**Run 1: routing congestion map**

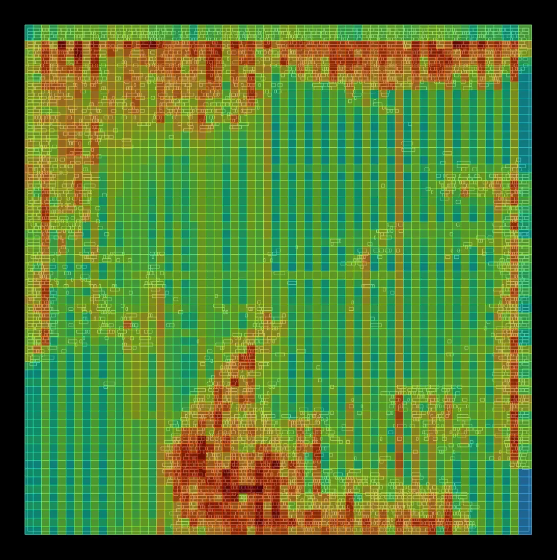
**Run 1: cell area per tile**

The bar under the picture is 100 um long. 21 x 21 tiles, from black (low) to pale yellow (high), 0 to 100% covered.
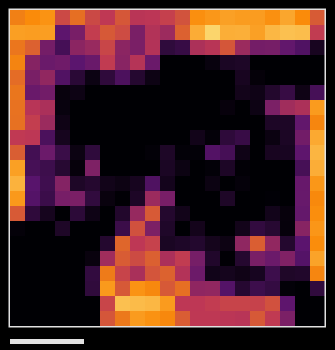
**Run 1: cells coloured by class**

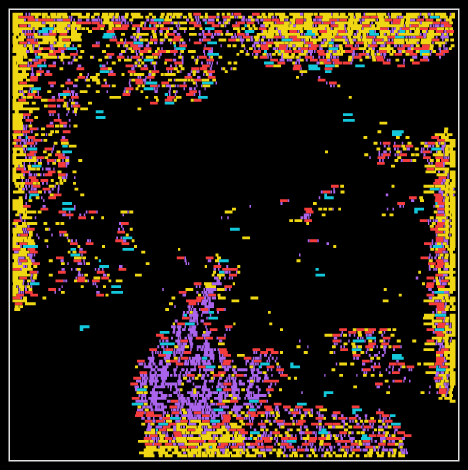
**Run 1: port wiring**

The bar under the picture is 100 um long.
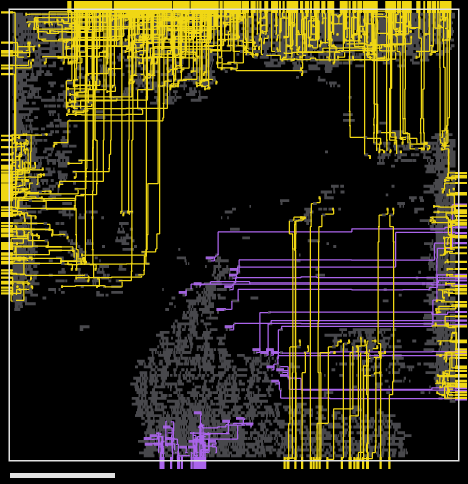
### src/rtl/event_replay_driver.sv
// Replays timestamped input events into a generated RTLola monitor and captures
// every monitor result stream a fixed settle window after each drive.
module event_replay_driver #(
    parameter int NUM_IN        = 3,
    parameter int NUM_OUT       = 12,
    parameter int DATA_W        = 32,
    parameter int TS_W          = 32,
    parameter int HOLD_CYCLES   = 1,
    parameter int SETTLE_CYCLES = 16
) (
    input  logic                      clk,
    input  logic                      rst,
    input  logic                      en,
    input  logic                      ev_valid,
    output logic                      ev_ready,
    input  logic [TS_W-1:0]           ev_ts,
    input  logic [NUM_IN*DATA_W-1:0]  ev_data,
    input  logic [NUM_IN-1:0]         ev_has,
    output logic                      mon_en,
    output logic [NUM_IN*DATA_W-1:0]  mon_x,
    output logic [NUM_IN-1:0]         mon_has,
    input  logic [NUM_OUT*DATA_W-1:0] mon_result,
    output logic                      snap_valid,
    input  logic                      snap_ready,
    output logic [TS_W-1:0]           snap_ts,
    output logic [NUM_IN-1:0]         snap_has,
    output logic [NUM_OUT*DATA_W-1:0] snap_result,
    output logic                      late_err,
    output logic [TS_W-1:0]           cycle_now,
    output logic [2:0]                dbg_state
);

    typedef enum logic [2:0] {
        S_IDLE   = 3'd0,
        S_WAIT   = 3'd1,
        S_DRIVE  = 3'd2,
        S_SETTLE = 3'd3,
        S_EMIT   = 3'd4
    } state_t;

    // One shared counter serves both the hold and the settle phase.
    localparam int CNT_MAX = (HOLD_CYCLES > SETTLE_CYCLES) ? HOLD_CYCLES : SETTLE_CYCLES;
    localparam int CNT_W   = (CNT_MAX > 1) ? $clog2(CNT_MAX) : 1;
    localparam logic [CNT_W-1:0] HOLD_LAST   = CNT_W'(HOLD_CYCLES - 1);
    localparam logic [CNT_W-1:0] SETTLE_LAST = CNT_W'(SETTLE_CYCLES - 1);

    state_t                      r_state;
    logic [CNT_W-1:0]            r_cnt;
    logic [TS_W-1:0]             r_cycle;
    logic [TS_W-1:0]             r_ts;
    logic [NUM_IN*DATA_W-1:0]    r_data;
    logic [NUM_IN-1:0]           r_has;
    logic [TS_W-1:0]             r_snap_ts;
    logic [NUM_IN-1:0]           r_snap_has;
    logic [NUM_OUT*DATA_W-1:0]   r_snap_result;
    logic                        r_late;

    state_t                      w_next_state;
    logic [CNT_W-1:0]            w_cnt_next;
    logic [TS_W-1:0]             w_cycle_next;
    logic                        w_accept;
    logic                        w_late;
    logic                        w_capture;

    // Handshakes: a transfer happens on a rising clk edge where valid && ready.
    // Both streams pause while en = 0 (ev_ready and snap_valid deassert), so no
    // transfer can slip past a frozen FSM; valid/ready never depend on each other
    // combinationally inside this block.
    always_comb begin
        ev_ready   = (r_state == S_IDLE) && en;
        snap_valid = (r_state == S_EMIT) && en;
    end

    always_comb begin
        w_cycle_next = (&r_cycle) ? r_cycle : r_cycle + TS_W'(1);
        w_accept     = ev_valid && ev_ready;
        w_late       = w_accept && (ev_ts < r_cycle);
    end

    // Next state is judged against the count the following cycle will show, so
    // DRIVE starts on the first cycle with cycle_now >= ts, and a late event
    // drives directly in the cycle after accept.
    always_comb begin
        w_next_state = r_state;
        w_cnt_next   = r_cnt;
        w_capture    = 1'b0;
        if (en) begin
            case (r_state)
                S_IDLE: begin
                    w_cnt_next = '0;
                    if (w_accept) begin
                        w_next_state = (w_cycle_next >= ev_ts) ? S_DRIVE : S_WAIT;
                    end
                end
                S_WAIT: begin
                    w_cnt_next = '0;
                    if (w_cycle_next >= r_ts) begin
                        w_next_state = S_DRIVE;
                    end
                end
                S_DRIVE: begin
                    if (r_cnt == HOLD_LAST) begin
                        w_next_state = S_SETTLE;
                        w_cnt_next   = '0;
                    end else begin
                        w_cnt_next = r_cnt + CNT_W'(1);
                    end
                end
                S_SETTLE: begin
                    if (r_cnt == SETTLE_LAST) begin
                        w_next_state = S_EMIT;
                        w_cnt_next   = '0;
                        w_capture    = 1'b1;
                    end else begin
                        w_cnt_next = r_cnt + CNT_W'(1);
                    end
                end
                S_EMIT: begin
                    if (snap_valid && snap_ready) begin
                        w_next_state = S_IDLE;
                    end
                end
                default: begin
                    w_next_state = S_IDLE;
                    w_cnt_next   = '0;
                end
            endcase
        end
    end

    always_ff @(posedge clk) begin
        if (rst) begin
            r_state       <= S_IDLE;
            r_cnt         <= '0;
            r_cycle       <= '0;
            r_ts          <= '0;
            r_data        <= '0;
            r_has         <= '0;
            r_snap_ts     <= '0;
            r_snap_has    <= '0;
            r_snap_result <= '0;
            r_late        <= 1'b0;
        end else if (en) begin
            r_state <= w_next_state;
            r_cnt   <= w_cnt_next;
            r_cycle <= w_cycle_next;
            if (w_accept) begin
                r_ts   <= ev_ts;
                r_data <= ev_data;
                r_has  <= ev_has;
            end
            if (w_late) begin
                r_late <= 1'b1;
            end
            if (w_capture) begin
                r_snap_ts     <= r_ts;
                r_snap_has    <= r_has;
                r_snap_result <= mon_result;
            end
        end
    end

    always_comb begin
        mon_en      = en;
        mon_x       = (r_state == S_DRIVE) ? r_data : '0;
        mon_has     = (r_state == S_DRIVE) ? r_has : '0;
        snap_ts     = r_snap_ts;
        snap_has    = r_snap_has;
        snap_result = r_snap_result;
        late_err    = r_late;
        cycle_now   = r_cycle;
        dbg_state   = r_state;
    end

endmodule
### config.mk
export PLATFORM = sky130hd
export DESIGN_NAME = event_replay_driver
export DESIGN_NICKNAME = d
export VERILOG_FILES = /design/src/rtl/event_replay_driver.sv
export SDC_FILE = /design/constraint.sdc
export NUM_CORES = 1
export LEC_CHECK = 0
export CAP_MARGIN = 40
export CORE_AREA = 2 2 423 425
export DETAILED_ROUTE_END_ITERATION = 10
export DIE_AREA = 0 0 425 427
export GPL_ROUTABILITY_DRIVEN = 0
export SLEW_MARGIN = 0
export SYNTH_ARGS = -nofsm -noshare
export SYNTH_HDL_FRONTEND = slang
export SYNTH_SLANG_ARGS = --single-unit
export TNS_END_PERCENT = 100
### constraint.sdc
create_clock -name clk -period 4.55 [get_ports clk]
set_clock_uncertainty 0.05 [all_clocks]
set_input_delay 0.91 -clock clk [delete_from_list [all_inputs] [get_ports clk]]
set_output_delay 0.91 -clock clk [all_outputs]
set_load 0.1 [all_outputs]
==> metrics.yaml, run 1 <==
status: "finished clean"
cp-start-kind: "flop"
biggestCellCategory: "buffers"
cts-root-buf: "clkbuf_16"
yosysWarnings: 0
via_per_inst: 3.93
dpl-instance-area_mm2: 0.0450
grt_antenna_before_repair: 59
final_antenna_net_count: 0
setup_viol: 0
numSynthFlops: 590
vias: 27200
hold_class: "reg2reg"
required_ns: 5.13
grt_pass1_vias: 27000
ys_seq_share_pct: 49.0
async_flop_share_pct: 0
die.size.y_um: 427
ys_cells: 3121
endpoint_kind: "flop"
flop_area_mm2: 0.0118
grt_max_degree: 111
avgSynthCellArea_um2: 7.72
grt-ovfl-total: 0
leakage_nw: 17.5
yosysTopAreaCellShare_pct: 49.0
synth_nets: 3739
wl_per_cell_um: 21.7
cts_tree: "yes"
finalSetupTns_ns: 0
die_area_mm2: 0.181
path_class: "reg2reg"
finish.net_count: 5094
die_w_um: 425
hold_violations: 0
lay_top_count: "nand2_1"
comb_share_pct: 23.1
clock_buffers: 102
startpoint: "cycle_now[0]"
cap_violations: 0
vdd_drop_max_mv: 0.267
post_synth_num_cell_types: 53
syn_area_mm2: 0.0241
n_fill_cell: 18400
synthCells: 3121
slew_viol_final: 0
drive_gt1_share_pct: 17.1
ys_chip_area_mm2: 0.0241
timing.rr.start: "cycle_now[0]"
cts_buffer_depth: 3
final_cell_area_mm2: 0.0479
crit_fanout: 7
numCtsBuffers: 78
place_hpwl_um: 121000
n_tap_cell: 2355
slew_headroom_pct: 44.6
inverters: 103
rsz0062_at_grt: "no"
drt_iter0_markers: 1605
synthFlopType: "dfxtp_1"
worst_pin_slew_ns: 0.831
nFlopsAndLatches: 590
buf_share_pct: 39.2
min_period_ns: 4.31
yosysTopAreaCell: "dfxtp_1"
hold_start: "r_data[20]"
n_all_buffers: 1486
initCoreUtil_pct: 13.6
logic_gates: 2217
syn_to_final_growth_pct: 99.0
htree_num_levels: 3
Notes on 'routing congestion map' above:
GRT Util Overall: 15.7%
Top Usage Layer GRT: met2

Notes on 'cell area per tile' above:
The fullest tile reaches 91%. The mean over all tiles is 25%. 35% of the tiles are nearly empty. The emptiest ninth of the die: centre. The densest ninth of the die: south. 8.8% of the tiles are over 75% full.

Notes on 'cells coloured by class' above:
flip-flops: marked red, cells 590. other buffers and delay cells: marked yellow, cells 1486. all other logic: marked purple, cells 2320. clock drivers and dummy loads: marked cyan, cells 141.
CORE AREA: 0.177 mm2
Core Rows: 155

Notes on 'port wiring' above:
snap_ts: marked purple, bits 32, direction output, edge 16 east, 16 south, end cells 32, wire 4560 um. mon_result: marked yellow, bits 384, direction input, edge 249 north, 66 west, 48 east, 21 south, end cells 384, wire 26.2 mm.
PortBufs: 1076
I/O pin total: 1077

run 1: state kept, by name, summed over array words and instances, names as in the netlist:
register	flops
r_has	3
snap_ts	32
late_err	1
r_data	96
snap_result	384
snap_has	3
dbg_state	3
cycle_now	32
r_cnt	4
r_ts	32
run 1: final timing paths:
check                                     to  slack, ns  cells past startpoint
worst max-delay path            dbg_state[0]       0.24                     15
worst max register to register  dbg_state[0]       0.24                     15
worst min register to register    r_data[20]       0.40                      2
worst min-delay path              r_data[20]       0.40                      2
run 1: repair_timing:
item	CTS	global route
setup endpoints to repair	0	2
buffers inserted	0	0
gates resized	0	2
run 1: report_power, final:
part	internal [mW]	switching [mW]	leakage, nW	total [mW]
clock	4.15	2.77	1.39	6.91
combinational	0.565	0.544	11.3	1.11
sequential	5.24	0.0510	4.77	5.29
run 1: metrics by stage:
step	power (mW)	setup slack, ns	instances	hold slack (ns)	utilization [%]
floorplan	5.80	0.00708	3121	0.382	-
global placement	6.48	0.257	6396	0.387	21.0
detailed placement	6.51	0.206	6751	0.392	25.4
CTS	13.5	0.190	6892	0.400	27.0
finish	13.3	0.245	6919	0.399	27.0
global route	13.8	0.00786	6911	0.417	27.0
run 1: logic make-up (layout without fill, tap and decap cells):
group | count (synthesis) | count (layout) | synth area share [%]
adders and majority gates | 98 | 98 | 5.09
xor gates and xnor gates | 56 | 56 | 2.04
other | 0 | 27 | 0
buffers and inverters | 314 | 1730 | 5.22
and+or+nand+nor | 1402 | 1402 | 24.1
AOI/OAI and AO/OA | 660 | 660 | 14.4
DFF | 590 | 590 | 49.0
muxes | 1 | 1 | 0.0416
run 1: Yosys cell counts (2+ instances only):
master / instances
a31oi_1: 2
inv_1: 102
a211oi_1: 9
and3_1: 7
and2_1: 107
o221ai_1: 2
o21ai_0: 24
nor2_1: 54
or3_1: 8
buf_2: 58
ha_1: 98
clkbuf_1: 148
nor4_1: 3
nand2b_1: 3
dfxtp_1: 590
o21a_1: 4
a221o_1: 2
nand2_1: 1130
nand4_1: 28
nor3b_1: 4
xnor2_1: 55
nor2b_1: 3
nor3_1: 15
nand4b_1: 2
o211ai_1: 4
a221oi_1: 2
a21o_1: 18
nor4b_2: 3
and4_1: 7
buf_1: 3
a21oi_1: 579
buf_4: 2
nand3_1: 25
run 1: layer usage:
metal | up-vias | share of wire [%] | global-route usage (%)
met5 | - | 0.035 | 0
met3 | 303 | 8.5 | 5.60
met2 | 1003 | 49 | 26.2
met1 | 13000 | 38 | 17.6
li1 | 12900 | - | -
met4 | 8 | 4.5 | 7.87
run 1: critical path, cell delays in order, from the launching register on:
cell and delay, ns:
dfxtp_2 0.39, ha_1 0.20, nand3_1 0.08, or3_1 0.42, a31oi_2 0.27, and2_2 0.28, nand3_1 0.13, xnor2_1 0.20
ha_1 0.32, and4_1 0.23, nand4_1 0.19, or4_1 0.56, o32ai_2 0.29, o21ai_2 0.13, a2111o_1 0.40, a21oi_2 0.11
**Run 1: power grid**

The bar under the picture is 100 um long. Pins as bars on the die edge.
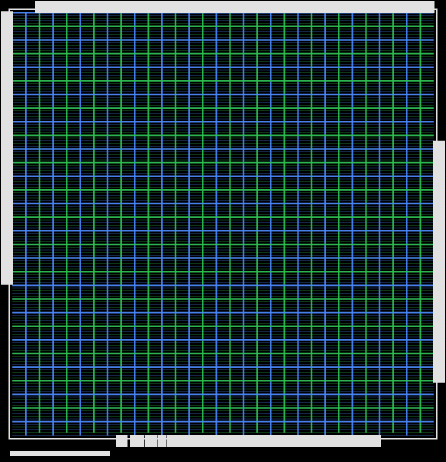

==> run 1 -> run 2 <==
--- a/config.mk
+++ b/config.mk
@@ -10,6 +10,7 @@
 export DETAILED_ROUTE_END_ITERATION = 10
 export DIE_AREA = 0 0 425 427
 export GPL_ROUTABILITY_DRIVEN = 0
+export PLACE_DENSITY = 0.37
 export SLEW_MARGIN = 0
 export SYNTH_ARGS = -nofsm -noshare
 export SYNTH_HDL_FRONTEND = slang
**Run 2: power grid**

The bar under the picture is 100 um long. Pins as bars on the die edge.
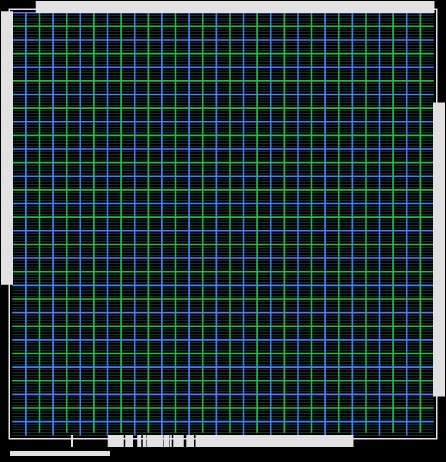
VDD: marked green. VSS: marked blue.
156 met1 rails follow the rows. 30 straps on met4.

**Run 2: cell area per tile**

The bar under the picture is 100 um long. 21 x 21 tiles, from black (low) to pale yellow (high), 0 to 100% covered.
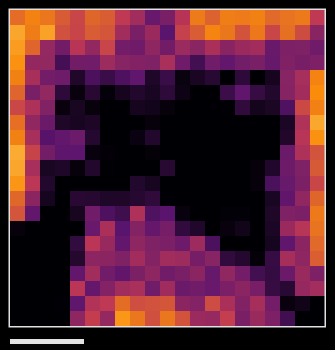
28% of the tiles are nearly empty. The fullest tile reaches 81%. 2.3% of the tiles are over 75% full. The emptiest ninth of the die: centre. The mean over all tiles is 26%. The densest ninth of the die: north-west.

**Run 2: routing congestion map**

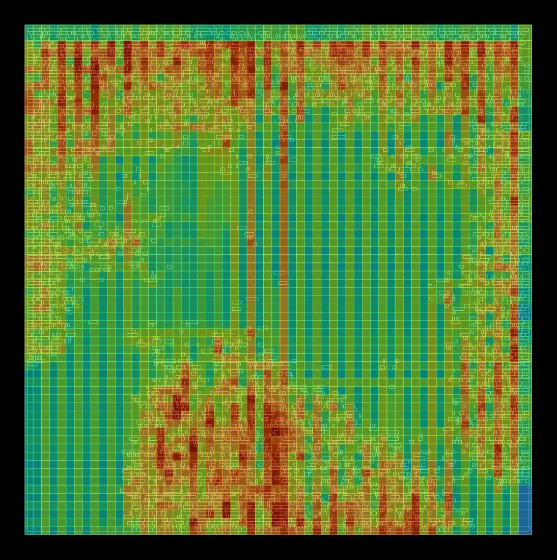
M3 GR Usage: 4.15%
met1 Use GR: 17.2%

==> run 2 against run 1 <==
Compared with the run above: critical endpoint unchanged; routed wire length fell by 4.4%; first-iteration DRC count fell by 25%; critical path type unchanged; synthesized cell count unchanged; non-clock buffer count up 66.
==> metrics.yaml, run 2 <==
path_cells: "ha_2 > nand3_1 > or3_1 > nand4b_1 > and2_1 > nand2_2 > nor2_1 > xnor2_1 > ha_1 > and4_1 > nand4_1 > or4_1 > o32ai_2 > o21ai_2 > a2111o_1 > a21oi_2"
p_comb_share_pct: 8.6
io_pins: 1077
grt_max_degree: 107
largest_reg_flops: 384
crit_fanout: 5
slew_viol_final: 0
crit_path_top_delay_cell: "or4_1"
post-place-ws_ns: 0.197
wl_per_cell_um: 20.5
drive_gt1_share_pct: 16.7
die_area_mm2: 0.181
post_cts_buffers: 0
numSynthFlops: 590
cts_tree: "yes"
syn_area_mm2: 0.0241
initCoreUtil_pct: 13.6
async_flop_share_pct: 0
n_fill_cell: 18600
yosysWarnings: 0
finish.net_count: 5165
leakage_nw: 18.1
fin_ws_ns: 0.287
yosysTopAreaCellShare_pct: 49.0
status: "finished clean"
synthFlopType: "dfxtp_1"
drt_iter0_markers: 1201
cpLargestDelayFamily: "simple AND/OR/NAND/NOR gates"
lay_top_count: "nand2_1"
portBuffers: 1076
grt_usage_pct: 15.1
htree_num_levels: 3
vias: 26600
worst_pin_slew_ns: 0.859
hold_class: "reg2reg"
final_antenna_net_count: 0
finalSetupTns_ns: 0
grt_pass1_vias: 26600
rsz0062_at_grt: "no"
p_clk_share_pct: 50.8
grt-ovfl-total: 0
yosysMostFrequentCell: "nand2_1"
place_hpwl_um: 111000
clkTransAtPathRegs_ns: 0.06
p_int_mw: 9.75
common_cells: "1130 x nand2_1, 590 x dfxtp_1, 579 x a21oi_1"
hold_violations: 0
syn_to_final_growth_pct: 108
avgSynthCellArea_um2: 7.72
rows: 155
post_synth_num_cell_types: 53
synthCells: 3121
p_switching_mw: 3.27
grt_antenna_before_repair: 41
vdd_drop_max_mv: 0.212
cts-root-buf: "clkbuf_16"
synth_nets: 3739
core_mm2: 0.177
ys_cells: 3121
cts_buffer_depth: 3
via_per_inst: 3.81
sw_frac_of_total_pct: 25.1
path_class: "reg2reg"
yosysTopAreaCell: "dfxtp_1"
crit_buf_inv: 0
ys_chip_area_mm2: 0.0241
numCtsBuffers: 83
max_stage_delay_ns: 0.57
setup_viol: 0
die_w_um: 425
slew_headroom_pct: 42.7
min_period_ns: 4.26
flop_area_mm2: 0.0118
required_ns: 5.11
die.size.y_um: 427
cap_violations: 0
ys_seq_share_pct: 49.0
seqPwrFrac_pct: 40.6
cp-start-kind: "flop"
endpoint_kind: "flop"
## run 2: cell counts after synthesis
No cell type changed its count.
## run 2: logic make-up after synthesis
logic type / count (synthesis) / share of synthesized area, %
AOI/OAI and AO/OA: 660 / 14.4
xor gates and xnor gates: 56 / 2.04
adders and majority gates: 98 / 5.09
buffers and inverters: 314 / 5.22
DFF: 590 / 49.0
muxes: 1 / 0.0416
and+or+nand+nor: 1402 / 24.1
## run 2: worst paths after layout
check | startpoint | endpoint | slack (ns) | cells past startpoint
max | cycle_now[1] | dbg_state[0] | 0.29 | 16
min | r_data[11] | r_data[11] | 0.40 | 2
max reg2reg | cycle_now[1] | dbg_state[0] | 0.29 | 16
min reg2reg | r_data[11] | r_data[11] | 0.40 | 2
## run 2: layout make-up
cell class                 count  share of cell area (%)
timing repair buffer        1552                    42.1
sequential                   590                    23.6
multi-input combinational   2217                    22.1
tap                         2355                    5.88
clock buffer                 123                    4.87
inverter                     103                   0.772
clock inverter                26                   0.577
antenna                       21                   0.105
## run 2: timing repair
| item | 4_1_cts | 5_1_grt |
|---|---|---|
| endpoints found under the hold margin | 0 | 0 |
| resized | 0 | 3 |
| endpoints found under the setup margin | 0 | 1 |
## run 2: routing by layer
layer,track usage [%],part of all wire [%]
met3,4.15,6.4
met1,17.2,39
met4,7.15,4.4
met2,26.0,50
met5,0,0.0091
## run 2: power groups by stage
stage	clock network (mW)	logic (mW)	registers (mW)
final	6.61	1.12	5.29
after global routing	7.08	1.21	5.29
after CTS	6.89	1.14	5.29
after detailed placement	0	1.14	5.40
after global placement	0	1.12	5.40
after floorplan	0	0.393	5.41
## run 2: per-stage QoR
step	hold slack (ns)	util, %	instance area (um2)	power (mW)	instances
finish	0.399	28.3	50100	13.0	6987
global route	0.413	28.2	50100	13.6	6981
CTS	0.399	28.2	50000	13.3	6966
detailed placement	0.392	26.7	47300	6.54	6817
global placement	0.387	21.0	37300	6.52	6394
floorplan	0.382	-	24100	5.80	3121
## run 2: worst min-delay path, cell delays in order (launching register included)
cell and delay [ns]:
dfxtp_1 0.30, nand2_1 0.05, a21oi_1 0.05
**Run 2: cells coloured by class**

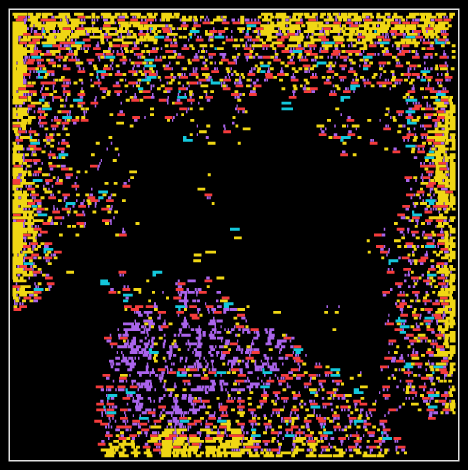

==> run 2 -> run 3 <==
--- a/config.mk
+++ b/config.mk
@@ -10,7 +10,6 @@
 export DETAILED_ROUTE_END_ITERATION = 10
 export DIE_AREA = 0 0 425 427
 export GPL_ROUTABILITY_DRIVEN = 0
-export PLACE_DENSITY = 0.37
 export SLEW_MARGIN = 0
 export SYNTH_ARGS = -nofsm -noshare
 export SYNTH_HDL_FRONTEND = slang
==> constraint.sdc (replaced) <==
create_clock -name clk -period 3.95 [get_ports clk]
set_clock_uncertainty 0.05 [all_clocks]
set_input_delay 0.79 -clock clk [delete_from_list [all_inputs] [get_ports clk]]
set_output_delay 0.79 -clock clk [all_outputs]
set_load 0.1 [all_outputs]
**Run 3: cells coloured by class**

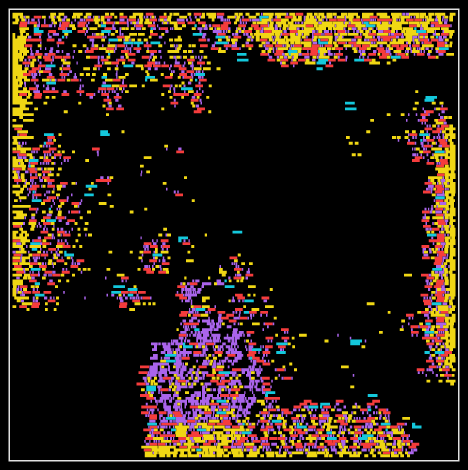
clock drivers and dummy loads: marked cyan, cells 137. all other logic: marked purple, cells 2320. flip-flops: marked red, cells 590. other buffers and delay cells: marked yellow, cells 1469.
Seq/total area: 25.6%
fin area: 0.0465 mm2

**Run 3: power grid**

The bar under the picture is 100 um long. Pins as bars on the die edge.
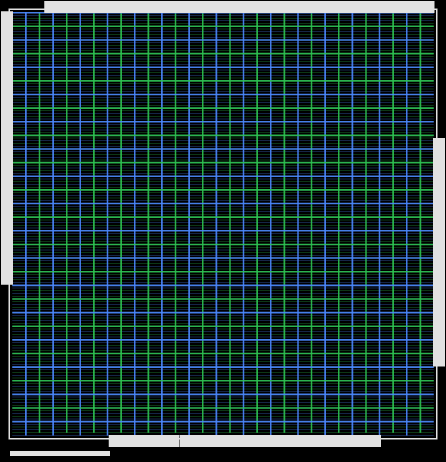
VDD: marked green. VSS: marked blue.
The core has 155 rows. 31 straps on met5. 156 met1 rails follow the rows. 1077 signal pins sit on the boundary.
Die X: 425 um
Die Height: 427 um
maximum VDD drop: 0.275 mV

**Run 3: routing congestion map**

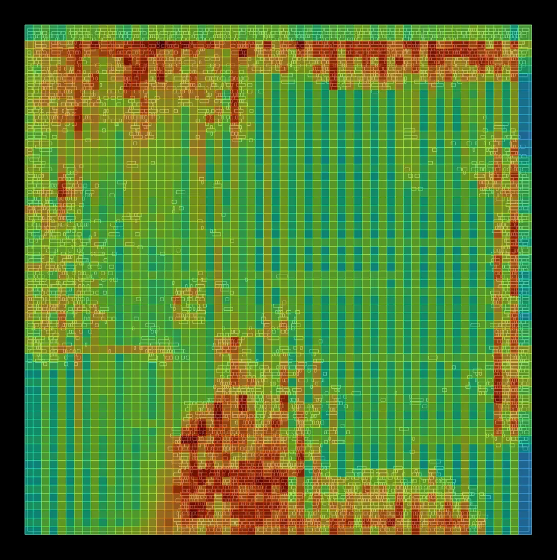
GRT Util Overall: 15.8%
M2 GR Usage: 25.8%
final core utilization: 26.2%
met1 Use GR: 17.5%

==> run 3 against run 2 <==
Compared with the run above: worst hold slack got worse by 0.0018 ns; via count rose by 1.9%; non-clock buffer count fell by 83; die area did not move; count of clock-buffer cells in the layout fell by 18; critical path depth did not move; fmax rose by 10%; utilization fell by 2.0 points; sequential power rose by 15%; combinational power rose by 19%; power rose by 14%; highest routed layer unchanged.
==> metrics.yaml, run 3 <==
status: "finished clean"
cts-root-buf: "clkbuf_16"
seqPwrFrac_pct: 40.9
core_mm2: 0.177
min_period_ns: 3.87
p_switching_mw: 3.79
sw_frac_of_total_pct: 25.5
hold_class: "reg2reg"
slew_viol_final: 0
initCoreUtil_pct: 13.6
synthFlopType: "dfxtp_1"
dp_cells: 6730
cap_violations: 0
hold_violations: 0
endpoint_kind: "flop"
grt_pass1_vias: 26800
rsz0062_at_grt: "yes"
setup_viol: 0
drt_iter0_markers: 1666
via_per_inst: 3.93
required_ns: 4.52
yosysTopAreaCellShare_pct: 49.0
async_flop_share_pct: 0
portBuffers: 1076
synth-xor-area-share_pct: 2.04
avgSynthCellArea_um2: 7.72
drive_gt1_share_pct: 18.7
n_fill_cell: 18700
cts_tree: "yes"
yosysTopAreaCell: "dfxtp_1"
wl_per_cell_um: 21.9
finish.net_count: 5075
slew_headroom_pct: 41.9
hold_start: "r_data[71]"
post_synth_num_cell_types: 53
clkTransAtPathRegs_ns: 0.06
dpl-instance-area_mm2: 0.0437
cts_buffer_depth: 3
htree_num_levels: 3
yosysMostFrequentCell: "nand2_1"
logic_family: "simple AND/OR/NAND/NOR gates"
synth.area.mux_share_pct: 0.0415
synthSimpleGateAreaFrac_pct: 24.1
p_comb_share_pct: 8.9
io_pins: 1077
yosysWarnings: 0
synthCells: 3121
final_cells: 6901
-- run 3: cell count changes in the layout (fill, tap and decap cells not counted), sizes merged --
cell,previous run,this run
inv,108,105
buf,612,657
bufinv,4,6
clkdlybuf4s50,940,812
clkinvlp,4,1
diode,21,30
clkinv,13,23
clkbuf,123,105
-- run 3: cells by family after synthesis --
logic type      Yosys count
simple gates           1402
compound gates          660
flops                   590
buf+inv                 314
fa+ha+maj                98
xor+xnor                 56
mux                       1
-- run 3: per-layer routing --
metal | GRT usage [%] | up-vias | share of wire (%)
met3 | 5.18 | 320 | 7.5
met4 | 10.3 | 4 | 5.6
met1 | 17.5 | 12900 | 38
li1 | - | 12900 | -
met5 | 0 | - | 0.018
met2 | 25.8 | 1022 | 48
-- run 3: what timing repair did --
item,CTS,global route
setup endpoints to repair,1,3
pin swaps,0,9
endpoints found under the hold margin,0,0
setup buffers,0,4
gates resized,2,11
-- run 3: area by class of cell --
cell class	count	area share, %
multi-input cells	2217	24.0
clock buffers	105	4.76
flip-flops and latches	590	25.6
repair buffers	1469	37.4
clock inverters	32	0.969
well taps	2355	6.34
inverters	103	0.832
diodes	30	0.162
-- run 3: worst max path at each step --
stage | start | to | depth (start not counted)
final | cycle_now[1] | dbg_state[0] | 16
after global routing | cycle_now[3] | dbg_state[0] | 16
after CTS | cycle_now[1] | dbg_state[1] | 18
after detailed placement | cycle_now[0] | dbg_state[0] | 15
after global placement | cycle_now[0] | dbg_state[0] | 15
after floorplan | cycle_now[0] | dbg_state[0] | 17
-- run 3: power by group through the flow --
stage               clock (mW)  combinational [mW]  sequential (mW)
global route              7.90                1.42             6.09
CTS                       7.71                1.33             6.08
floorplan                    0               0.454             6.22
detailed placement           0                1.32             6.21
global placement             0                1.29             6.21
finish                    7.45                1.33             6.08
-- run 3: per-stage QoR --
stage	setup WS (ns)	hold WS (ns)
after CTS	0.0199	0.400
final	0.0820	0.397
after global placement	-0.0226	0.387
after floorplan	-0.0888	0.382
after detailed placement	0.0152	0.392
after global routing	-0.135	0.411
-- run 3: critical path: stages (launching register included) --
cell and delay (ns):
dfxtp_4 0.35, ha_4 0.13, nand3_2 0.07, or3_4 0.35, a31oi_2 0.19, and2_4 0.19
buf_4 0.12, nand4_1 0.11, xnor2_1 0.17, ha_1 0.28, and2_1 0.14, nand4_1 0.15
or4_4 0.58, o32ai_4 0.35, o21ai_2 0.12, a2111o_1 0.31, a21oi_2 0.11
Power is estimated from default activity; no workload was simulated.
